## config.mk

```make
export PLATFORM = sky130hd
export DESIGN_NAME = line_client
export DESIGN_NICKNAME = d
export VERILOG_FILES = /design/src/rtl/line_client.sv
export SDC_FILE = /design/constraint.sdc
export NUM_CORES = 1
export LEC_CHECK = 0
export ABC_AREA = 0
export CAP_MARGIN = 5
export CELL_PAD_IN_SITES_DETAIL_PLACEMENT = 1
export CELL_PAD_IN_SITES_GLOBAL_PLACEMENT = 1
export CORE_MARGIN = 3
export CORE_UTILIZATION = 38
export CTS_BUF_LIST = sky130_fd_sc_hd__clkbuf_4
export CTS_CLUSTER_SIZE = 20
export DETAILED_ROUTE_END_ITERATION = 10
export PLACE_DENSITY_LB_ADDON = 0.3
export SLEW_MARGIN = 0
export SYNTH_ARGS = -nofsm -noshare
export SYNTH_HDL_FRONTEND = slang
export SYNTH_SLANG_ARGS = --single-unit
export TNS_END_PERCENT = 5
```

## constraint.sdc

```tcl
create_clock -name clk -period 1.8 [get_ports clk]
set_input_delay 0.27 -clock clk [delete_from_list [all_inputs] [get_ports clk]]
set_output_delay 0.27 -clock clk [all_outputs]
set_load 0.005 [all_outputs]
```

## src/rtl/line_client.sv

```systemverilog
// -----------------------------------------------------------------------------
// line_client
// Read-modify-write client for a shared memory port. A local command (READ,
// WRITE, SET bits, CLR bits) is latched on start, the arbiter is asked for the
// port, the line is read and/or written while the grant is held, and the port
// is handed back before completion is reported.
//
// Ports
//   clk         rising-edge clock
//   reset       asynchronous active-low reset
//   start       one-cycle command strobe (ignored while busy)
//   op          00 READ, 01 WRITE, 10 SET (line | wdata), 11 CLR (line & ~wdata)
//   wdata       write data or bit mask
//   gnt         grant from the arbiter
//   read_line   line data from memory, valid while gnt=1
//   req         request to the arbiter (registered)
//   we          one-cycle write strobe to memory
//   write_line  data presented with we; holds its last written value otherwise
//   rdata       last line captured by READ/SET/CLR
//   busy        high whenever the client is not idle
//   done        one-cycle completion pulse
//   err         one-cycle pulse with done on timeout or lost grant
// -----------------------------------------------------------------------------
module line_client #(
    parameter int TIMEOUT = 16
) (
    input  logic        clk,
    input  logic        reset,
    input  logic        start,
    input  logic [1:0]  op,
    input  logic [65:0] wdata,
    input  logic        gnt,
    input  logic [65:0] read_line,
    output logic        req,
    output logic        we,
    output logic [65:0] write_line,
    output logic [65:0] rdata,
    output logic        busy,
    output logic        done,
    output logic        err
);

    typedef enum logic [2:0] {
        S_IDLE,
        S_WAIT,
        S_RD,
        S_WR,
        S_REL
    } state_t;

    localparam logic [1:0] OP_READ  = 2'b00;
    localparam logic [1:0] OP_WRITE = 2'b01;
    localparam logic [1:0] OP_SET   = 2'b10;
    localparam logic [7:0] TO_LAST  = 8'(TIMEOUT - 1);

    state_t      state;
    state_t      state_nx;
    logic [1:0]  op_q;
    logic [65:0] wdata_q;
    logic [65:0] wr_data;    // line to be written in the WR cycle
    logic [65:0] wl_hold;    // last line actually written
    logic [7:0]  wait_cnt;
    logic        lost;       // grant was lost during RD or WR
    logic        timeout_hit;

    // The TIMEOUT-th cycle in WAIT_GNT without a grant aborts the command.
    assign timeout_hit = (state == S_WAIT) && !gnt && (wait_cnt >= TO_LAST);

    // State register
    always_ff @(posedge clk or negedge reset) begin
        if (!reset) state <= S_IDLE;
        else        state <= state_nx;
    end

    // Next-state logic
    always_comb begin
        state_nx = state;
        case (state)
            S_IDLE:  if (start) state_nx = S_WAIT;
            S_WAIT: begin
                if (gnt)              state_nx = (op_q == OP_WRITE) ? S_WR : S_RD;
                else if (timeout_hit) state_nx = S_IDLE;
            end
            S_RD: begin
                if (!gnt || op_q == OP_READ) state_nx = S_REL;
                else                         state_nx = S_WR;
            end
            S_WR:    state_nx = S_REL;
            S_REL:   if (!gnt) state_nx = S_IDLE;
            default: state_nx = S_IDLE;
        endcase
    end

    // Outputs. we is gated by gnt so a grant lost in WR never writes, and it
    // falls with the state register on an asynchronous reset.
    always_comb begin
        busy       = (state != S_IDLE);
        we         = (state == S_WR) && gnt;
        done       = ((state == S_REL) && !gnt) || timeout_hit;
        err        = ((state == S_REL) && !gnt && lost) || timeout_hit;
        write_line = we ? wr_data : wl_hold;
    end

    // Datapath and registered request
    always_ff @(posedge clk or negedge reset) begin
        if (!reset) begin
            req      <= 1'b0;
            op_q     <= 2'b00;
            wdata_q  <= '0;
            wr_data  <= '0;
            wl_hold  <= '0;
            rdata    <= '0;
            wait_cnt <= '0;
            lost     <= 1'b0;
        end else begin
            req <= (state_nx == S_WAIT) || (state_nx == S_RD) || (state_nx == S_WR);

            if (state == S_IDLE && start) begin
                op_q    <= op;
                wdata_q <= wdata;
                lost    <= 1'b0;
            end

            // Counter is zero on every entry to WAIT_GNT and saturates at 255.
            if (state != S_WAIT)        wait_cnt <= '0;
            else if (wait_cnt != 8'hFF) wait_cnt <= wait_cnt + 8'd1;

            if ((state == S_RD || state == S_WR) && !gnt) lost <= 1'b1;

            if (state == S_WAIT && gnt && op_q == OP_WRITE) wr_data <= wdata_q;

            if (state == S_RD && gnt) begin
                rdata <= read_line;
                // Modified line is built from the same value being captured.
                if (op_q == OP_SET) wr_data <= read_line | wdata_q;
                else                wr_data <= read_line & ~wdata_q;
            end

            if (we) wl_hold <= wr_data;
        end
    end

endmodule

```

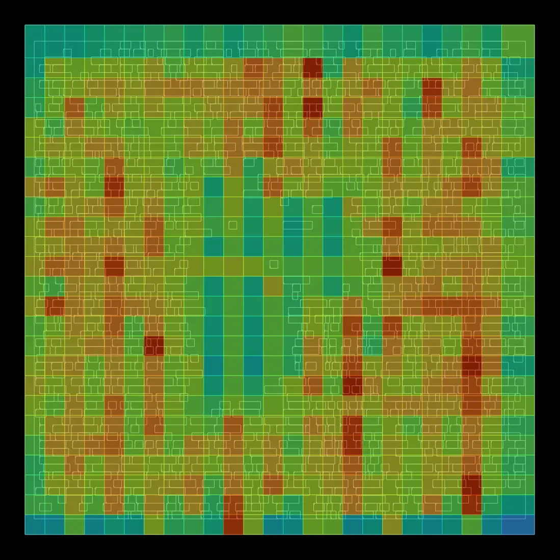
*Routing congestion, run 1*
GR Util met1: 0.2717
gr usage total: 0.2083

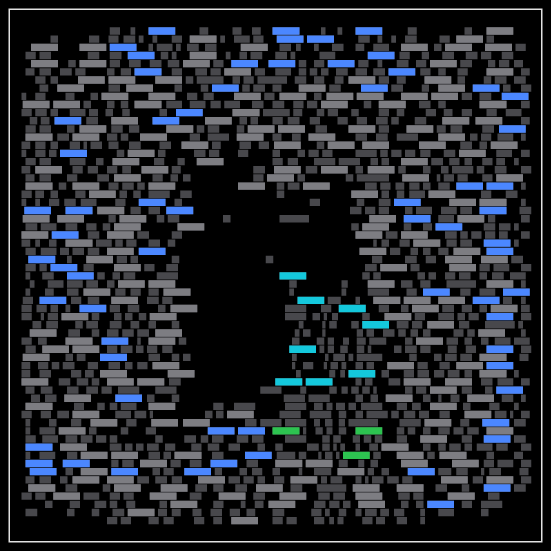
*Register map, names as in the netlist, run 1*
Drawn at 3 px/um. Other sequential cells in the stronger grey, the rest of the logic in the fainter grey.
| signal | colour | sequential cells |
|---|---|---|
| wait_cnt | cyan | 8 |
| state | green | 3 |
| wl_hold | blue | 66 |
register area: 6982 sq um
Seq/total area: 0.4348
Seq group: 10.7 mW
Finished Core Util: 0.5671

==> out/qor.csv, run 1 <==
metric;value;unit
drc;0;
failed_checks;negative setup slack;
final_nets;1252;
final_cell_mix;dfrtp_1 (279), mux2_2 (158), clkdlybuf4s50_1 (137);
antenna_found_initial;3;
ir_drop;0.8004;mV
ios;275;
cpMaxStageDelayCell;dfrtp_1;
syn-cell-area;11110;sq um
use_met3;0.06435;
vias;8065;
cts_tree;built;
path_common_cell;buf_12;
synth_nets;866;
fin_crit_sh;1.425;
slew_viol_final;0;
fin_ws;-0.7655;ns
warnings;28;
power_density;1581;nW/um^2
setup_viol;70;
status;finished with violations;
edf_count;0;
drive_gt1_frac;0.4053;
yosysUniqueCellTypes;39;
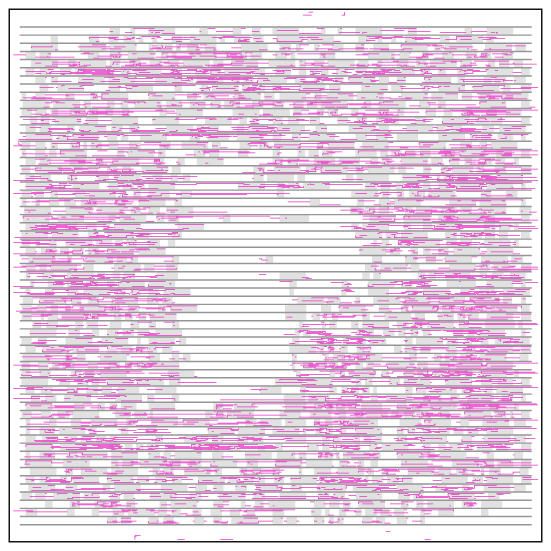
*The metal 1 layer, run 1*
Drawn at 3 px/um. Supply wires on this layer in grey. Cells faint in the background.
longest straight run: 45.1 um
main direction: horizontal
nets with wire on the layer: 1133
share of all routed wire: 44%

-- run 1: layer usage --
metal	vias up	share of wire
li1	3550	-
met3	55	0.072
met1	4166	0.44
met4	4	0.019
met5	-	0.00070
met2	290	0.47
-- run 1: critical path, delay by kind of cell, from the launching register on --
| kind | cells | cell delay (ns) |
|---|---|---|
| buffers and inverters | 4 | 0.58 |
| muxes | 1 | 0.31 |
| and+or+nand+nor | 2 | 0.37 |
| DFF | 1 | 0.37 |
-- run 1: cells by family (layout without fill, tap and decap cells) --
group,count (synthesis),count (layout),share of synthesized area
buffers and inverters,49,489,0.02398
multiplexers,201,201,0.2036
AND-OR/OR-AND,90,90,0.07419
other,0,2,0
flip-flops,279,279,0.6282
AND/OR/NAND/NOR,107,107,0.06890
adder cells (fa/ha/maj),1,1,0.001126
-- run 1: where the power goes --
| group | total, mW | switching (mW) | internal, mW |
|---|---|---|---|
| combinational | 8.99 | 3.49 | 5.50 |
| clock | 5.73 | 2.63 | 3.10 |
| sequential | 10.7 | 1.62 | 9.04 |
-- run 1: through the flow --
stage               setup TNS, ns  power (mW)  cells  worst slack, ns  hold slack (ns)
CTS                        -58.87       25.59   1544          -0.9526           0.1267
detailed placement         -56.81       20.20   1396          -0.5733           0.1119
floorplan                       0       14.79    727          0.04442         -0.02559
finish                     -47.81       25.39   1547          -0.7655           0.2073
global placement           -49.18       19.77   1396          -0.5556           0.1122
global route               -54.61       27.14   1547          -0.8534           0.1445
-- run 1: cell usage after synthesis (3+ instances only) --
cell type  number  area [sq um]
and3_1          3         18.77
nor3_1          3         15.01
dfrtp_1       279          6982
o21ai_0         4         20.02
nor2_1          4         15.01
mux2_2        194          2185
buf_2          27         135.1
nand2b_1        6         37.54
nand4bb_1       3         33.78
a221o_1        66         660.6
a31oi_1         5         31.28
mux2_1          6         67.56
nor3b_1        68         510.5
inv_1           3         11.26
o211ai_1        3         22.52
a21oi_1         3         15.01
clkbuf_1        9         33.78
nand2_1         5         18.77
nand3_1         4         20.02
buf_4           7         52.55
buf_6           3         33.78
-- run 1: cell type report --
type	instances	area [sq um]
antenna	2	5.005
clock buffer	117	878.3
clock inverter	16	100.1
fill	2820	12260
inverter	3	11.26
multi-input combinational	399	4073
sequential	279	6982
tap	378	473.0
timing repair buffer	353	3536
-- run 1: worst paths after layout --
path,to,depth (start not counted),start,slack [ns]
worst min register to register,wl_hold[13]$_DFF_PN0_,1,wl_hold[13]$_DFF_PN0_,0.50
max in group asynchronous,op_q[0]$_DFFE_PN0P_,4,reset,0.42
worst min-delay path,wdata_q[44]$_DFFE_PN0P_,2,wdata[44],0.21
worst max register to register,wdata_q[33]$_DFFE_PN0P_,5,state[0]$_DFF_PN0_,0.05
worst max-delay path,write_line[33],7,state[2]$_DFF_PN0_,-0.77
min in group asynchronous,wl_hold[5]$_DFF_PN0_,3,reset,0.57
-- run 1: state kept, by name, summed over array words and instances (netlist names) --
register  count
rdata        66
wl_hold      66
wait_cnt      8
wdata_q      66
state         3
req           1
op_q          2
wr_data      66
lost          1
--- run 2 (diff from run 1) ---
--- a/config.mk
+++ b/config.mk
@@ -6,7 +6,6 @@
 export NUM_CORES = 1
 export LEC_CHECK = 0
 export ABC_AREA = 0
-export CAP_MARGIN = 5
 export CELL_PAD_IN_SITES_DETAIL_PLACEMENT = 1
 export CELL_PAD_IN_SITES_GLOBAL_PLACEMENT = 1
 export CORE_MARGIN = 3
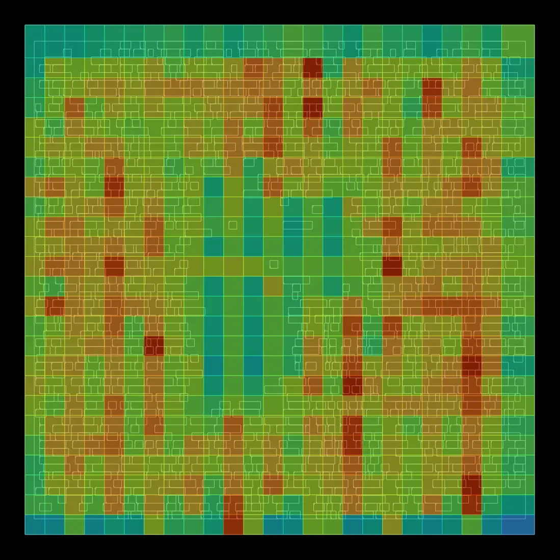
*Routing congestion, run 2*
M2 GR Usage: 0.3346
Top Usage Layer GRT: met2

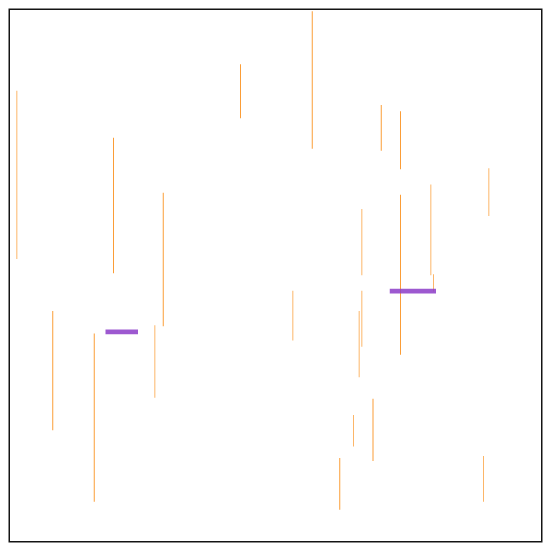
*Metal layers overlaid, run 2*
Drawn at 3 px/um. Two of the layers only.
| layer | colour | wire length |
|---|---|---|
| met5 | purple | 23.0 um |
| met4 | orange | 606 um |

==> run 2 against run 1 <==
  * The run still ends with negative setup slack left
  * Cell area did not move
  * Synthesized area did not move
  * Count of clock-buffer cells in the layout did not move
  * Critical endpoint unchanged
  * Maximum frequency did not move
==> out/qor.csv, run 2 <==
metric;value;unit;change
syn-cell-area;11110;sq um;unchanged
warnings;28;;unchanged
vias;8065;;unchanged
setup_viol;70;;unchanged
final_cell_mix;dfrtp_1 (279), mux2_2 (158), clkdlybuf4s50_1 (137);;unchanged
fin_crit_sh;1.425;;unchanged
met3_length;2.339;mm;unchanged
logic_family;multiplexers;;unchanged
xor_area_frac;0;;unchanged
mux_area_frac;0.2036;;unchanged
drc;0;;unchanged
edf_count;0;;unchanged
cellInternalPower;17.64;mW;unchanged
failed_checks;negative setup slack;;unchanged
wl_met2;15.22;mm;unchanged
start_kind;register;;unchanged
met1_length;14.45;mm;unchanged
yosysUniqueCellTypes;39;;unchanged
yosys.area_share.adder;0.001126;;unchanged
synth_nets;866;;unchanged
fin_util;0.5671;;unchanged
cts_tree;built;;unchanged
combPwrFrac;0.354;;about the same
top_area_cell;dfrtp_1;;unchanged
switching_share;0.3051;;unchanged
drive_gt1_frac;0.4053;;unchanged
routed_via_density;5.213;;unchanged
antenna_found_initial;3;;unchanged
synth.top_cells.by_count;dfrtp_1 (279), mux2_2 (194), nor3b_1 (68);;unchanged
ys_sh_simple;0.06890;;unchanged
fin_ws;-0.7655;ns;unchanged
worstPathMaxFanout;6;;unchanged
top_layer_used;met5;;unchanged
final_nets;1252;;unchanged
place_ws;-0.5733;ns;unchanged
ios;275;;unchanged
topCellsByArea;dfrtp_1 (63%), mux2_2 (20%), a221o_1 (5.9%), nor3b_1 (4.6%), buf_2 (1.2%);;unchanged
rows;61;;unchanged
wl;32.64;mm;unchanged
power_switching;7.745;mW;unchanged
netlist.area_leader.share;0.6282;;unchanged
grt_pass1_wl;51.43;mm;unchanged
status;finished with violations;;unchanged
slew_viol_final;0;;unchanged
ys_sh_aoi;0.07420;;unchanged
p_clk_frac;0.226;;about the same
ir_drop;0.8004;mV;unchanged
grt_util_all_layers;0.2083;;unchanged
## run 2: cells by family after synthesis
family,after synthesis
AND-OR/OR-AND,90
multiplexers,201
buffers and inverters,49
adder cells (fa/ha/maj),1
flip-flops,279
AND/OR/NAND/NOR,107
## run 2: layout make-up
| type | count | area, sq um |
|---|---|---|
| clock buffer | 117 | 878.3 |
| tap | 378 | 473.0 |
| timing repair buffer | 353 | 3536 |
| antenna | 2 | 5.005 |
| sequential | 279 | 6982 |
| multi-input combinational | 399 | 4073 |
| fill | 2820 | 12260 |
| inverter | 3 | 11.26 |
| clock inverter | 16 | 100.1 |
## run 2: through the flow
stage                     instance area [sq um]  TNS, ns  hold slack [ns]  std cells  power [mW]
final                                     16060   -47.81           0.2073       1547       25.39
after global routing                      16060   -54.61           0.1445       1547       27.14
after CTS                                 16080   -58.87           0.1267       1544       25.59
after detailed placement                  14880   -56.81           0.1119       1396       20.20
after global placement                    14880   -49.18           0.1122       1396       19.77
after floorplan                           11110        0         -0.02559        727       14.79
## run 2: path summary, 6_finish.rpt
check | start | to | slack, ns | depth (start not counted)
max | state[2]$_DFF_PN0_ | write_line[33] | -0.77 | 7
min | wdata[44] | wdata_q[44]$_DFFE_PN0P_ | 0.21 | 2
max reg2reg | state[0]$_DFF_PN0_ | wdata_q[33]$_DFFE_PN0P_ | 0.05 | 5
min reg2reg | wl_hold[13]$_DFF_PN0_ | wl_hold[13]$_DFF_PN0_ | 0.50 | 1
max in group asynchronous | reset | op_q[0]$_DFFE_PN0P_ | 0.42 | 4
min in group asynchronous | reset | wl_hold[5]$_DFF_PN0_ | 0.57 | 3
## run 2: timing repair
item                                    4_1_cts  5_1_grt
gates cloned                                  3        2
hold buffers                                  3        0
endpoints found under the setup margin      140      126
resized                                     249      115
setup buffers                                 9        0
endpoints found under the hold margin       273        0
pin swaps                                     2        0
## run 2: critical path, cell delays in order (launching register included)
cell and delay, ns:
dfrtp_1 0.37, and2b_2 0.26, nand3_4 0.11, buf_12 0.15, buf_12 0.14, clkbuf_16 0.17
mux2_4 0.31, clkbuf_2 0.12
## run 2: layer usage
metal	track usage	vias up
met4	0.06481	4
li1	-	3550
met2	0.3346	290
met3	0.06435	55
met5	0	-
met1	0.2717	4166
## run 2: power groups by stage
stage,registers [mW],logic [mW],clock network [mW]
global placement,10.6,9.21,0
floorplan,10.3,4.50,0
global route,11.0,9.74,6.37
detailed placement,10.7,9.47,0
finish,10.7,8.99,5.73
CTS,10.6,9.02,5.95
Power figures rest on the tool's default switching activity, not on a simulated workload.
